### config.mk
export PLATFORM = sky130hd
export DESIGN_NAME = mem_arbiter_flat
export DESIGN_NICKNAME = d
export VERILOG_FILES = /design/src/rtl/mem_arbiter_pkg.sv /design/src/rtl/mem_arbiter_if.sv /design/src/rtl/mem_arbiter_rr_arb2.sv /design/src/rtl/mem_arbiter.sv /design/src/flat_wrapper.sv
export SDC_FILE = /design/constraint.sdc
export NUM_CORES = 1
export LEC_CHECK = 0
export CAP_MARGIN = 30
export CORE_MARGIN = 3
export CORE_UTILIZATION = 42
export CTS_CLUSTER_DIAMETER = 200
export DETAILED_ROUTE_END_ITERATION = 16
export GPL_TIMING_DRIVEN = 0
export PLACE_DENSITY = 0.86
export SETUP_SLACK_MARGIN = 0.02
export SLEW_MARGIN = 20
export SYNTH_ARGS = -nofsm -noshare
export SYNTH_HDL_FRONTEND = slang
export SYNTH_HIERARCHICAL = 1
export SYNTH_SLANG_ARGS = --single-unit
### constraint.sdc
create_clock -name CLK -period 1.85 [get_ports CLK]
set_input_delay 0.37 -clock CLK [delete_from_list [all_inputs] [get_ports CLK]]
set_output_delay 0.37 -clock CLK [all_outputs]
set_load 0.01 [all_outputs]
### src/rtl/mem_arbiter_pkg.sv
`default_nettype none
// ============================================================================
// mem_arb_pkg : shared state encoding, grant ids and sizes for mem_arbiter
// Rev 1.0
// ============================================================================
package mem_arb_pkg;

  typedef enum logic [2:0] {
    IDLE  = 3'd0,
    D_ACC = 3'd1,
    I_ACC = 3'd2,
    I_GAP = 3'd3,
    RESP  = 3'd4
  } arb_state_t;

  localparam logic GNT_I = 1'b0;
  localparam logic GNT_D = 1'b1;

  localparam int BEATS_PER_IBLOCK = 4;
  localparam int BEAT_W           = $clog2(BEATS_PER_IBLOCK);
  localparam int BLK_AW           = 6;
  localparam int WORD_W           = 32;
  localparam int IBLK_W           = WORD_W * BEATS_PER_IBLOCK;

endpackage
`default_nettype wire

### src/rtl/mem_arbiter_if.sv
`default_nettype none
// ============================================================================
// mem_arbiter_if : cache refill ports plus the unified memory port
// Rev 1.0
// ============================================================================
interface mem_arbiter_if
  import mem_arb_pkg::*;
#(
  parameter int MEM_AW = 9
);
  logic                imem_read;
  logic [BLK_AW-1:0]   imem_address;
  logic [IBLK_W-1:0]   imem_readdata;
  logic                imem_busywait;

  logic                mem_read;
  logic                mem_write;
  logic [BLK_AW-1:0]   mem_address;
  logic [WORD_W-1:0]   mem_writedata;
  logic [WORD_W-1:0]   mem_readdata;
  logic                mem_busywait;

  logic                umem_read;
  logic                umem_write;
  logic [MEM_AW-1:0]   umem_address;
  logic [WORD_W-1:0]   umem_writedata;
  logic [WORD_W-1:0]   umem_readdata;
  logic                umem_busywait;

  // Arbiter side
  modport master (
    input  imem_read, imem_address, mem_read, mem_write, mem_address, mem_writedata,
           umem_readdata, umem_busywait,
    output imem_readdata, imem_busywait, mem_readdata, mem_busywait,
           umem_read, umem_write, umem_address, umem_writedata
  );

  // Caches and memory side
  modport slave (
    output imem_read, imem_address, mem_read, mem_write, mem_address, mem_writedata,
           umem_readdata, umem_busywait,
    input  imem_readdata, imem_busywait, mem_readdata, mem_busywait,
           umem_read, umem_write, umem_address, umem_writedata
  );
endinterface
`default_nettype wire

### src/rtl/mem_arbiter_rr_arb2.sv
`default_nettype none
// ============================================================================
// rr_arb2 : two-requester round-robin picker; history advances on a grant
// Rev 1.0
// ============================================================================
module rr_arb2
  import mem_arb_pkg::*;
(
  input  logic       clk_i,
  input  logic       rst_ni,
  input  logic [1:0] req_i,
  input  logic       adv_i,
  output logic       valid_o,
  output logic       gnt_o
);

  logic last_q, last_d;

  always_comb begin
    valid_o = |req_i;
    gnt_o   = GNT_I;
    if (req_i[GNT_I] && req_i[GNT_D]) begin
      gnt_o = ~last_q;
    end else if (req_i[GNT_D]) begin
      gnt_o = GNT_D;
    end
    last_d = last_q;
    if (adv_i && valid_o) begin
      last_d = gnt_o;
    end
  end

  // Reset history favours the dcache on the first tie
  always_ff @(posedge clk_i) begin
    if (!rst_ni) begin
      last_q <= GNT_I;
    end else begin
      last_q <= last_d;
    end
  end

endmodule
`default_nettype wire

### src/rtl/mem_arbiter.sv
`default_nettype none
// ============================================================================
// mem_arbiter : shares one word memory between icache (4-beat) and dcache
// Rev 1.0
// ============================================================================
module mem_arbiter
  import mem_arb_pkg::*;
#(
  parameter int MEM_AW    = 9,
  parameter int DATA_BASE = 256
) (
  input  logic          CLK,
  input  logic          RESET,
  mem_arbiter_if.master bus
);

  arb_state_t          state_q, state_d;
  logic [BEAT_W-1:0]   beat_q, beat_d;
  logic                seen_busy_q, seen_busy_d;
  logic                grant_q, grant_d;
  logic                umem_read_q, umem_read_d;
  logic                umem_write_q, umem_write_d;
  logic [MEM_AW-1:0]   umem_addr_q, umem_addr_d;
  logic [WORD_W-1:0]   umem_wdata_q, umem_wdata_d;
  logic [IBLK_W-1:0]   irdata_q, irdata_d;
  logic [WORD_W-1:0]   drdata_q, drdata_d;

  logic                d_req;
  logic                arb_valid;
  logic                arb_gnt;
  logic                beat_done;
  logic [BEAT_W-1:0]   beat_next;
  logic [MEM_AW-1:0]   d_word_addr;

  function automatic logic [MEM_AW-1:0] iaddr(input logic [BLK_AW-1:0] blk,
                                              input logic [BEAT_W-1:0] beat);
    return MEM_AW'({blk, beat});
  endfunction

  assign d_req       = bus.mem_read | bus.mem_write;
  assign beat_next   = beat_q + 1'b1;
  assign d_word_addr = MEM_AW'(DATA_BASE) + MEM_AW'(bus.mem_address);

  rr_arb2 u_rr (
    .clk_i   (CLK),
    .rst_ni  (RESET),
    .req_i   ({d_req, bus.imem_read}),
    .adv_i   (state_q == IDLE),
    .valid_o (arb_valid),
    .gnt_o   (arb_gnt)
  );

  always_comb begin
    state_d      = state_q;
    beat_d       = beat_q;
    seen_busy_d  = seen_busy_q;
    grant_d      = grant_q;
    umem_read_d  = umem_read_q;
    umem_write_d = umem_write_q;
    umem_addr_d  = umem_addr_q;
    umem_wdata_d = umem_wdata_q;
    irdata_d     = irdata_q;
    drdata_d     = drdata_q;
    beat_done    = seen_busy_q && !bus.umem_busywait;

    unique case (state_q)
      IDLE: begin
        if (arb_valid) begin
          grant_d     = arb_gnt;
          seen_busy_d = 1'b0;
          if (arb_gnt == GNT_D) begin
            state_d      = D_ACC;
            umem_read_d  = bus.mem_read;
            umem_write_d = bus.mem_write;
            umem_addr_d  = d_word_addr;
            umem_wdata_d = bus.mem_writedata;
          end else begin
            state_d      = I_ACC;
            beat_d       = '0;
            umem_read_d  = 1'b1;
            umem_write_d = 1'b0;
            umem_addr_d  = iaddr(bus.imem_address, '0);
          end
        end
      end
      D_ACC, I_ACC: begin
        if (bus.umem_busywait) begin
          seen_busy_d = 1'b1;
        end
        // A beat only ends after the memory has shown at least one busy cycle
        if (beat_done) begin
          umem_read_d  = 1'b0;
          umem_write_d = 1'b0;
          if (state_q == D_ACC) begin
            if (umem_read_q) begin
              drdata_d = bus.umem_readdata;
            end
            state_d = RESP;
          end else begin
            irdata_d[{beat_q, 5'd0} +: WORD_W] = bus.umem_readdata;
            state_d = (beat_q == BEAT_W'(BEATS_PER_IBLOCK - 1)) ? RESP : I_GAP;
          end
        end
      end
      I_GAP: begin
        state_d     = I_ACC;
        beat_d      = beat_next;
        seen_busy_d = 1'b0;
        umem_read_d = 1'b1;
        umem_addr_d = iaddr(bus.imem_address, beat_next);
      end
      RESP: begin
        state_d = IDLE;
      end
      default: begin
        state_d = IDLE;
      end
    endcase
  end

  always_ff @(posedge CLK) begin
    if (!RESET) begin
      state_q      <= IDLE;
      beat_q       <= '0;
      seen_busy_q  <= 1'b0;
      grant_q      <= GNT_I;
      umem_read_q  <= 1'b0;
      umem_write_q <= 1'b0;
      umem_addr_q  <= '0;
      umem_wdata_q <= '0;
      irdata_q     <= '0;
      drdata_q     <= '0;
    end else begin
      state_q      <= state_d;
      beat_q       <= beat_d;
      seen_busy_q  <= seen_busy_d;
      grant_q      <= grant_d;
      umem_read_q  <= umem_read_d;
      umem_write_q <= umem_write_d;
      umem_addr_q  <= umem_addr_d;
      umem_wdata_q <= umem_wdata_d;
      irdata_q     <= irdata_d;
      drdata_q     <= drdata_d;
    end
  end

  assign bus.umem_read      = umem_read_q;
  assign bus.umem_write     = umem_write_q;
  assign bus.umem_address   = umem_addr_q;
  assign bus.umem_writedata = umem_wdata_q;
  assign bus.imem_readdata  = irdata_q;
  assign bus.mem_readdata   = drdata_q;

  // Busywait drops only for the granted requester during its RESP cycle
  assign bus.imem_busywait = bus.imem_read & ~((state_q == RESP) & (grant_q == GNT_I));
  assign bus.mem_busywait  = d_req         & ~((state_q == RESP) & (grant_q == GNT_D));

endmodule
`default_nettype wire

### src/flat_wrapper.sv
// flat-port wrapper written by rule: the top's interface ports become plain ports
module mem_arbiter_flat import mem_arb_pkg::*;
#(
  parameter int MEM_AW    = 9,
  parameter int DATA_BASE = 256
)
  (CLK, RESET, bus_imem_read, bus_imem_address, bus_mem_read, bus_mem_write, bus_mem_address, bus_mem_writedata, bus_umem_readdata, bus_umem_busywait, bus_imem_readdata, bus_imem_busywait, bus_mem_readdata, bus_mem_busywait, bus_umem_read, bus_umem_write, bus_umem_address, bus_umem_writedata);
  mem_arbiter_if #(.MEM_AW(MEM_AW)) bus_i ();
  input  logic CLK;
  input  logic RESET;
  input wire logic [$bits(bus_i.imem_read)-1:0] bus_imem_read;
  input wire logic [$bits(bus_i.imem_address)-1:0] bus_imem_address;
  input wire logic [$bits(bus_i.mem_read)-1:0] bus_mem_read;
  input wire logic [$bits(bus_i.mem_write)-1:0] bus_mem_write;
  input wire logic [$bits(bus_i.mem_address)-1:0] bus_mem_address;
  input wire logic [$bits(bus_i.mem_writedata)-1:0] bus_mem_writedata;
  input wire logic [$bits(bus_i.umem_readdata)-1:0] bus_umem_readdata;
  input wire logic [$bits(bus_i.umem_busywait)-1:0] bus_umem_busywait;
  output wire logic [$bits(bus_i.imem_readdata)-1:0] bus_imem_readdata;
  output wire logic [$bits(bus_i.imem_busywait)-1:0] bus_imem_busywait;
  output wire logic [$bits(bus_i.mem_readdata)-1:0] bus_mem_readdata;
  output wire logic [$bits(bus_i.mem_busywait)-1:0] bus_mem_busywait;
  output wire logic [$bits(bus_i.umem_read)-1:0] bus_umem_read;
  output wire logic [$bits(bus_i.umem_write)-1:0] bus_umem_write;
  output wire logic [$bits(bus_i.umem_address)-1:0] bus_umem_address;
  output wire logic [$bits(bus_i.umem_writedata)-1:0] bus_umem_writedata;
  assign bus_i.imem_read = bus_imem_read;
  assign bus_i.imem_address = bus_imem_address;
  assign bus_i.mem_read = bus_mem_read;
  assign bus_i.mem_write = bus_mem_write;
  assign bus_i.mem_address = bus_mem_address;
  assign bus_i.mem_writedata = bus_mem_writedata;
  assign bus_i.umem_readdata = bus_umem_readdata;
  assign bus_i.umem_busywait = bus_umem_busywait;
  assign bus_imem_readdata = bus_i.imem_readdata;
  assign bus_imem_busywait = bus_i.imem_busywait;
  assign bus_mem_readdata = bus_i.mem_readdata;
  assign bus_mem_busywait = bus_i.mem_busywait;
  assign bus_umem_read = bus_i.umem_read;
  assign bus_umem_write = bus_i.umem_write;
  assign bus_umem_address = bus_i.umem_address;
  assign bus_umem_writedata = bus_i.umem_writedata;
  mem_arbiter #(.MEM_AW(MEM_AW), .DATA_BASE(DATA_BASE)) u_core (.CLK(CLK), .RESET(RESET), .bus(bus_i));
endmodule
Routing congestion map:
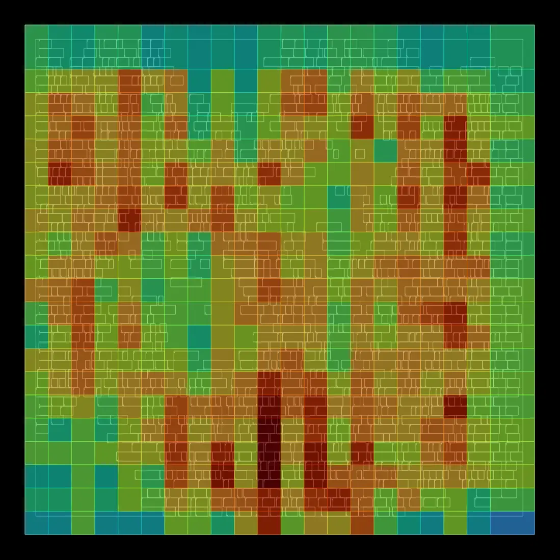
Util after Layout: 66.07%
post-DR wirelength/cell: 19.92 µm
met1 usage: 31.94%

Close-up of the layout:
Region (63, 33) to (88, 58) µm. Cells in grey, sequential cells in the stronger grey; small squares are vias.
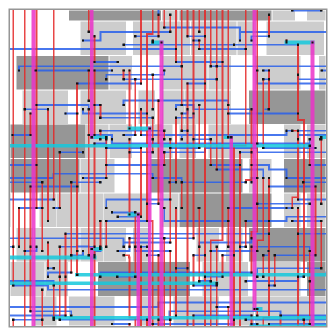
legend:
  met1:
    colour: blue
  met3:
    colour: cyan
  met2:
    colour: red
  met4:
    colour: magenta
netlist names of flops here include: u_core/bus.imem_readdata (8)
most frequent: nand3_1 (12), mux2i_1 (10), nand2_1 (9)
sequential cells in the window: 8
cells with their middle in the window: 54

Register map, names as in the netlist:
Drawn at 2 px/µm.
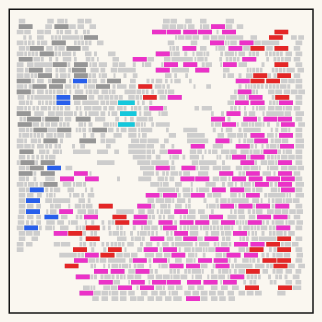
legend:
  u_core/state_q:
    colour: cyan
    flops: 3
  u_core/bus.umem_address:
    colour: blue
    flops: 9
  u_core/bus.imem_readdata:
    colour: magenta
    flops: 128
  u_core/bus.mem_readdata:
    colour: red
    flops: 32
    where: widely spread
flop share of the area: 31.42%
Flop area: 4242 µm²
P_seq: 5.11 mW

==> reports/metrics.yaml <==
cells_and_area:
  drive_above_1_share_pct: 12.92
  buffers: 411
detailed_routing:
  dr.pass1.iters: 5
final_timing:
  finClkSkew_ns: 0.02029
  max_freq_mhz: 542.8
  setup_violations: 0
  fin_ws_ns: 0.007668
cts:
  cts-root-buf: "clkbuf_16"
  cts_buffers: 24
  clkSinkCount: 211
  clockBufferDepth: 3
  post_cts_resize_count: 95
synthesis:
  yosys-stat-area_um2: 8843
  ys_seq_share_pct: 47.76
  synthArstFlopShare_pct: 0
  syn_inst: 999
worst_hold_path:
  worstHoldPathType: "in2reg"
worst_setup_path:
  crit_required_ns: 2.30
  regToRegStartpoint: "u_core/bus.umem_read"
  path_cells: "nor4bb_1 -> clkbuf_2 -> clkbuf_1 -> nand3_1 -> a21oi_1"
  max_stage_delay_ns: 0.42
  r2r_end: "u_core/bus.mem_readdata[30]"
placement:
  place_area_um2: 12050
floorplan:
  die_h_um: 151.1
run_status:
  status: "complete, no violations"
[critical path: cells and delay by family, from the launching register on]
family / cells / cell delay, ns
compound gates: 1 / 0.15
buf+inv: 2 / 0.72
flops: 1 / 0.42
simple gates: 2 / 0.49
[kinds of logic after synthesis]
family          synth area share, %
buf+inv                       5.886
compound gates                10.09
xor+xnor                    0.09906
mux                           15.07
simple gates                  20.25
flops                         47.76
fa+ha+maj                    0.8489
[synthesized netlist by cell type, drive strengths merged (3+ instances only)]
master,number
dfxtp,211
mux2i,132
inv,13
buf,18
nor2,3
nor3,7
o22ai,3
nand2b,4
clkbuf,82
ha,6
o21ai,66
nor3b,3
nand2,139
nand3,196
a21oi,75
nor2b,3
o31ai,4
[layer usage]
layer,global-route usage (%),vias up
li1,-,4173
met1,31.94,4317
met2,47.29,457
met3,6.792,71
met4,8.704,0
met5,0,-
[through the flow]
stage / TNS, ns / hold slack (ns) / total power, mW
4_1_cts: 0 / 0.4111 / 13.55
3_5_place_dp: -160.88 / 0.4483 / 8.328
6_report: 0 / 0.2751 / 13.75
5_1_grt: -0.4097 / 0.2667 / 14.25
3_3_place_gp: -157.67 / 0.4408 / 8.261
2_1_floorplan: -1.851 / 0.4497 / 6.891
[power by group]
group	switching [mW]	total, mW	internal [mW]
Sequential	0.217	5.11	4.89
Combinational	2.12	3.72	1.60
Clock	1.90	4.92	3.02
Total	4.24	13.8	9.51
[registers in the layout, summed over array words and instances (netlist names)]
signal	cells
u_core/grant_q	1
u_core/bus.umem_writedata	32
u_core/beat_q	2
u_core/bus.umem_write	1
u_core/seen_busy_q	1
u_core/state_q	3
u_core/bus.mem_readdata	32
u_core/bus.umem_address	9
u_core/bus.umem_read	1
u_core/bus.imem_readdata	128
u_core/u_rr/last_q	1
Power and IR drop assume default switching activity.
